**src/rtl/stream_mux_pkg.sv**
```systemverilog
// Shared definitions for the stream_mux_rr stream multiplexer.
//   MODE_FIXED / MODE_RR : values of the top-level 'mode' input.
//   onehot_to_idx        : converts a one-hot grant (up to MAX_CH bits)
//                          into a binary channel index.
package stream_mux_pkg;

    localparam logic MODE_FIXED = 1'b0;
    localparam logic MODE_RR    = 1'b1;

    // Upper bound on channel count the index helper understands.
    localparam int MAX_CH = 64;
    localparam int IDXW   = $clog2(MAX_CH);

    // OR-reduction of the set bit positions; for a true one-hot vector
    // this is exactly the index, and an all-zero vector maps to 0.
    function automatic logic [IDXW-1:0] onehot_to_idx(input logic [MAX_CH-1:0] oh);
        logic [IDXW-1:0] idx;
        idx = '0;
        for (int i = 0; i < MAX_CH; i++) begin
            if (oh[i]) begin
                idx = idx | IDXW'(i);
            end
        end
        return idx;
    endfunction

endpackage

```
**src/rtl/stream_mux_rr_arbiter.sv**
```systemverilog
// Combinational round-robin arbiter.
//   req : per-channel request vector.
//   ptr : channel with highest priority this cycle.
//   gnt : one-hot grant to the first requester at or after ptr,
//         wrapping modulo NCH; all-zero when nothing requests.
module rr_arbiter #(
    parameter int NCH = 8
) (
    input  logic [NCH-1:0]         req,
    input  logic [$clog2(NCH)-1:0] ptr,
    output logic [NCH-1:0]         gnt
);

    localparam int PW = $clog2(NCH);

    logic            found;
    logic [PW-1:0]   idx;

    always_comb begin
        gnt   = '0;
        found = 1'b0;
        idx   = '0;
        for (int k = 0; k < NCH; k++) begin
            idx = PW'((32'(ptr) + 32'(k)) % NCH);
            if (!found && req[idx]) begin
                gnt[idx] = 1'b1;
                found    = 1'b1;
            end
        end
    end

endmodule

```
**src/rtl/stream_mux_rr.sv**
```systemverilog
// NCH-input valid/ready stream multiplexer with a registered output stage.
// Channels are picked either by an external select (fixed mode) or by a
// fair round-robin arbiter (RR mode).
//
// Optional feature macro: STREAM_MUX_PKT_LOCK_EN
//   When defined, adds in_last/out_last and keeps the grant locked to a
//   channel from its first beat until the beat carrying in_last=1.
//
// Ports:
//   clk, rst_n           clock, synchronous active-low reset
//   mode                 MODE_FIXED (use sel) or MODE_RR
//   sel                  channel select for fixed mode
//   in_valid/in_ready    per-channel input handshake (in_ready combinational)
//   in_data              channel i at bits [i*N +: N]
//   out_valid/out_ready  output handshake (out_valid registered)
//   out_data, out_ch     registered beat data and its source channel
//   in_last/out_last     packet end markers (lock build only)
//
// Handshake: a beat moves whenever valid && ready are both high at a rising
// edge. in_ready only rises when the output register can take a new beat
// (empty, or being drained this same edge), so a full output stage that the
// consumer stalls holds out_data/out_ch stable and drops every in_ready.
module stream_mux_rr
    import stream_mux_pkg::*;
#(
    parameter int N    = 32,
    parameter int NCH  = 8,
    parameter int SELW = $clog2(NCH)
) (
    input  logic               clk,
    input  logic               rst_n,
    input  logic               mode,
    input  logic [SELW-1:0]    sel,
    input  logic [NCH-1:0]     in_valid,
    input  logic [NCH*N-1:0]   in_data,
`ifdef STREAM_MUX_PKT_LOCK_EN
    input  logic [NCH-1:0]     in_last,
    output logic               out_last,
`endif
    output logic [NCH-1:0]     in_ready,
    output logic               out_valid,
    output logic [N-1:0]       out_data,
    output logic [SELW-1:0]    out_ch,
    input  logic               out_ready
);

    logic [SELW-1:0] rr_ptr;
    logic [NCH-1:0]  rr_gnt;
    logic [NCH-1:0]  fixed_gnt;
    logic [NCH-1:0]  gnt;
    logic [SELW-1:0] gnt_idx;
    logic            load;
    logic            xfer;
    logic            releasing;

    rr_arbiter #(.NCH(NCH)) u_arb (
        .req (in_valid),
        .ptr (rr_ptr),
        .gnt (rr_gnt)
    );

    // Out-of-range selects (possible when NCH is not a power of two)
    // grant nothing.
    always_comb begin
        fixed_gnt = '0;
        if (int'(sel) < NCH) begin
            fixed_gnt[sel] = in_valid[sel];
        end
    end

`ifdef STREAM_MUX_PKT_LOCK_EN
    logic            lock_active;
    logic [SELW-1:0] lock_ch;
    logic [NCH-1:0]  lock_gnt;

    always_comb begin
        lock_gnt          = '0;
        lock_gnt[lock_ch] = in_valid[lock_ch];
    end

    assign gnt       = lock_active ? lock_gnt
                     : (mode == MODE_RR) ? rr_gnt : fixed_gnt;
    assign releasing = in_last[gnt_idx];
`else
    assign gnt       = (mode == MODE_RR) ? rr_gnt : fixed_gnt;
    assign releasing = 1'b1;
`endif

    // Nothing is accepted while reset is asserted.
    assign load     = rst_n && (!out_valid || out_ready);
    assign in_ready = gnt & {NCH{load}};
    assign xfer     = load && (|gnt);
    assign gnt_idx  = SELW'(onehot_to_idx(MAX_CH'(gnt)));

    always_ff @(posedge clk) begin
        if (!rst_n) begin
            out_valid <= 1'b0;
            out_data  <= '0;
            out_ch    <= '0;
            rr_ptr    <= '0;
        end else begin
            if (load) begin
                out_valid <= xfer;
                if (xfer) begin
                    out_data <= in_data[int'(gnt_idx)*N +: N];
                    out_ch   <= gnt_idx;
                end
            end
            // Only a packet-ending transfer in RR mode moves the pointer.
            if (xfer && releasing && (mode == MODE_RR)) begin
                rr_ptr <= (gnt_idx == SELW'(NCH-1)) ? '0 : gnt_idx + 1'b1;
            end
        end
    end

`ifdef STREAM_MUX_PKT_LOCK_EN
    always_ff @(posedge clk) begin
        if (!rst_n) begin
            lock_active <= 1'b0;
            lock_ch     <= '0;
            out_last    <= 1'b0;
        end else if (xfer) begin
            lock_active <= !releasing;
            lock_ch     <= gnt_idx;
            out_last    <= releasing;
        end
    end
`endif

endmodule

```
**config.mk**
```make
export PLATFORM = sky130hd
export DESIGN_NAME = stream_mux_rr
export DESIGN_NICKNAME = d
export VERILOG_FILES = /design/src/rtl/stream_mux_pkg.sv /design/src/rtl/stream_mux_rr_arbiter.sv /design/src/rtl/stream_mux_rr.sv
export SDC_FILE = /design/constraint.sdc
export NUM_CORES = 1
export LEC_CHECK = 0
export CAP_MARGIN = 20
export CORE_MARGIN = 2
export CORE_UTILIZATION = 30
export CTS_CLUSTER_DIAMETER = 120
export CTS_CLUSTER_SIZE = 30
export DETAILED_ROUTE_END_ITERATION = 8
export GPL_ROUTABILITY_DRIVEN = 0
export PLACE_DENSITY = 0.74
export SETUP_SLACK_MARGIN = 0.4
export SLEW_MARGIN = 20
export SYNTH_ARGS = -nofsm -noshare
export SYNTH_HDL_FRONTEND = slang
export SYNTH_SLANG_ARGS = --single-unit
```
**constraint.sdc**
```tcl
create_clock -name clk -period 4.8 [get_ports clk]
set_input_delay 0.72 -clock clk [delete_from_list [all_inputs] [get_ports clk]]
set_output_delay 0.72 -clock clk [all_outputs]
set_load 0.03 [all_outputs]
```
==> images/met3.png <==
(3 px per µm)
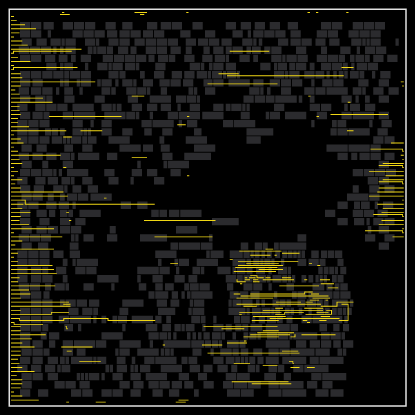
share of all routed wire: 7.4%
wire length on this layer: 1690 µm
longest straight run: 43.0 µm
met3 track demand over resource in global routing: 5.38%
detailed-route wire length: 22.7 mm
overall via count from detail_route: 6280

==> images/final_clocks.png <==
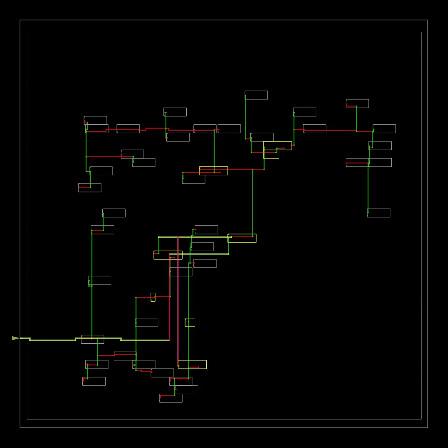
Power Clock: 0.349 mW
Seq Cell Count: 39

==> summary.txt <==
This note records the results obtained with Yosys and OpenROAD.

Final timing
The highest attainable clock frequency is 0.236 GHz. On the final layout, the worst clock skew is 0.00926 ns. The final report lists the setup-violating endpoint count as 0. The time the worst path needs with I/O delays and setup is 4.23 ns. Hold is met by 0.457 ns. Setup repair after global routing left no endpoint under its margin. The final max-slew violation count is 0. The slew check shows that the tightest pin keeps a relative margin of 59.7%. Once routing completed, OpenROAD measured the worst setup slack at 0.568 ns. At the pin with the least slew margin, the transition time is 0.603 ns.

Layout
The final cell count without fillers is 1125. The synthesis-to-layout area growth is 71.3%. The post-layout instance area is 8390 µm². The post-layout utilization of the core is 52.6%. The proportion of layout cells with a drive suffix above 1 is 8.25%. The area taken by multi-input combinational cells is reported as 3690 µm². The area taken by flip-flops and latches is 781 µm². The repair_antennas step left the layout with diodes totalling 0. For this run, the post-layout net count is 1186. The most common library cell in the layout ignoring fill and taps is sky130_fd_sc_hd__clkdlybuf4s50_1. The number of inserted filler cells in the final layout is 1545.

CTS
The maximum level of the CTS H-tree is 2. The count of cells resized by post-cts repair is 12. The post-cts hold buffer count is 0. The clock-pin slew of the registers on the worst-case setup and hold paths is 0.06 ns.

The maximum root-to-sink buffer count is 2. Per the TritonCTS log, the buffer count is 5. TritonCTS built the clock tree. Per the repair_timing log after CTS, setup buffers inserted total 0. The cell sitting at the root of the clock tree is a sky130_fd_sc_hd__clkbuf_16.

The insertion delay of the later-clocked pin in the worst-skew pair is 0.29 ns. The sink count of the clock tree is 39.

Power and ir drop
The internal power of the cells is 1.19 mW. The net switching power in the latest report is 0.805 mW. Power comes to 1.99 mW. For this design the ratio of total power to cell area is 238 nW/µm². The part of the power in the clock network is 17.5%.

Switching power as a fraction of the total was reported as 40.4%.

Run
The stage logs contain a warning count of 31.

Route
The number of DRC violations after detailed-routing iteration 0 is 451. Detailed routing placed a total of 1.69 mm of wire on met3. The script logs the ratio of routed vias to standard cells as 5.58. The DRC violation total left in the routed layout is recorded as 0. The highest metal layer carrying signal wires in the routed design is met4.

The count of nets left with antenna violations once routing finished came out at 0. The length of routed met2 wiring is 11.9 mm. The per-cell routed wire length is 20.2 µm.

Placed design
The buffer_ports step reported a buffer count of 314. Per the detailed placement report, the placed cell area equals 8210 µm². The number of instances in the placed design is 1117. The post-placement worst setup slack is -0.112 ns. Detailed placement finished with a half-perimeter wire length of 18.4 mm.

Logic synthesis
The number of standard cells reported by yosys is 626. The synthesized netlist devotes 0.716% of its cell area to XOR and XNOR gates. The flip-flop and latch count after synthesis is 39. In this run the cell area of the synthesized design comes to 4890 µm². The simple-gate portion of the synthesized area is 18.8%. The most used flip-flop cell after synthesis is sky130_fd_sc_hd__dfxtp_1.

The largest total area in the synthesized netlist belongs to sky130_fd_sc_hd__mux2i_1. In this run the mean area of a mapped cell was 7.82 µm². The main area contributors are sky130_fd_sc_hd__mux2i_1, sky130_fd_sc_hd__dfxtp_1, sky130_fd_sc_hd__nand2_1.

In the Yosys report, the sequential cells make up 16.0% of the chip area. The synthesized netlist has a Yosys-reported chip area of 4890 µm². The post-synthesis compound-gate area fraction is 29.5%. The leading cell type by number of instances after synthesis is sky130_fd_sc_hd__nand2_1.

The area share of the largest cell type after synthesis is 17.6%. Counting instances in the post-synthesis netlist gives the leading cell types as sky130_fd_sc_hd__nand2_1, sky130_fd_sc_hd__mux2i_1, sky130_fd_sc_hd__dfxtp_1. After synthesis, the share of cell area in mux cells is 23.8%. The number of distinct standard cells referenced by the synthesized netlist is 60.

The synthesized design contains 0 enable-type register cells. The area share of fa/ha/maj cells after synthesis is 1.79%.

Critical path
The class of the most critical setup path is reg2out. The critical path runs through a total of 10 cells. The master of the slowest instance on the critical path is sky130_fd_sc_hd__mux4_2.

The worst setup path endpoint is in_ready[3]. The OpenROAD report gives the critical path a data arrival time of 3.51 ns. The startpoint of the most critical register-to-register path is rr_ptr[1]. The number of buffer and inverter stages on the critical path is 2. The depth of the most critical reg-to-reg path is 13. The gate family responsible for the most delay along the worst path is AND-OR/OR-AND gates.

The worst reg2reg path endpoint is out_data[11]. STA classifies the critical path endpoint as a primary output. By instance count, the cell type seen most on the critical path is sky130_fd_sc_hd__nor2_1. Across all register-to-register paths, the minimum setup slack is 0.63 ns. The stage delay of the slowest cell on the critical path is 0.51 ns. STA classifies the critical path startpoint as a flip-flop. The timing startpoint of the critical path is rr_ptr[1]. Traced cell by cell, the critical path runs through inv_1, ha_4, mux2i_1, mux4_2, a22oi_2, nor2_1, a311o_1, o32ai_2, nor2_1, dlygate4sd2_1.

The critical path required time is 4.08 ns.

Die
From left edge to right edge, the die measures 132 µm. The floorplan step records an initial core utilization of 30.7%. The full die area is 17400 µm². The floorplan step set the die height to 132 µm. The core region is 15900 µm².

The initialized floorplan defines 46 standard-cell rows.

Global route
The first global-routing pass estimated 34.4 mm of wire. Global routing put the most usage on met2. The total congestion overflow is 0. The met2 track utilization from global routing is 46.2%. The met1 track demand over resource in global routing is 28.0%. The via count of the first global-routing pass came to 6237.

The pin count of the biggest net entering global routing is 65.

Min path
Note that the worst hold path type here is reg2reg. In this run the most critical hold path is launched from out_ch[2]. The count of cells along the worst hold path is 2.

Status
The flow ran to the end, and the final reports show no timing, DRC or antenna violations.
==> images/port_nets.png <==
(4 px per µm)
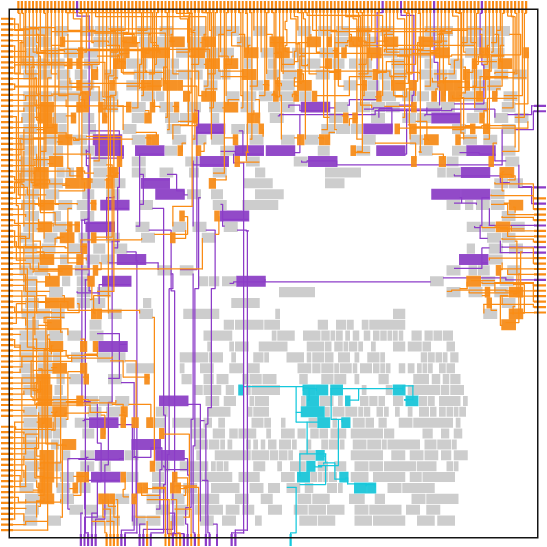
| colour | port | direction | edge | end cells | buffers | wire |
|---|---|---|---|---|---|---|
| purple | out_data | output | 19 bottom, 8 right, 5 top | 32 | 32 | 2160 µm |
| orange | in_data | input | 134 top, 94 left, 17 right, 11 bottom | 192 | 256 | 6840 µm |
| cyan | mode | input | bottom | 17 | 2 | 173 µm |

==> images/cell_classes.png <==
(2 px per µm)
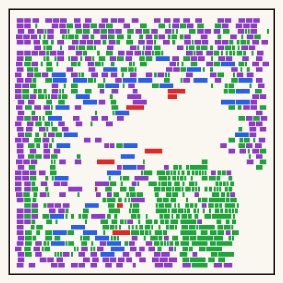
| colour | class | cells |
|---|---|---|
| red | clock drivers and dummy loads | 8 |
| green | all other logic | 520 |
| purple | other buffers and delay cells | 342 |
| blue | flip-flops | 39 |

area by class of cell:
class                      instances  share of cell area, %
timing repair buffer             342                   41.2
sequential                        39                   9.31
inverter                          10                  0.537
tap                              216                   3.22
clock buffer                       7                   1.70
multi-input combinational        510                   44.0
clock inverter                     1                  0.104
power groups by stage:
stage	combinational [mW]	sequential [mW]	clock [mW]
2_1_floorplan	0.563	0.553	0
3_3_place_gp	1.20	0.439	0
3_5_place_dp	1.21	0.438	0
4_1_cts	1.21	0.433	0.360
5_1_grt	1.29	0.439	0.377
6_report	1.21	0.433	0.349
state kept, by name (all words and copies together) (netlist names):
register	cells
out_valid	1
out_data	32
rr_ptr	3
out_ch	3
Power figures rest on the tool's default switching activity, not on a simulated workload.
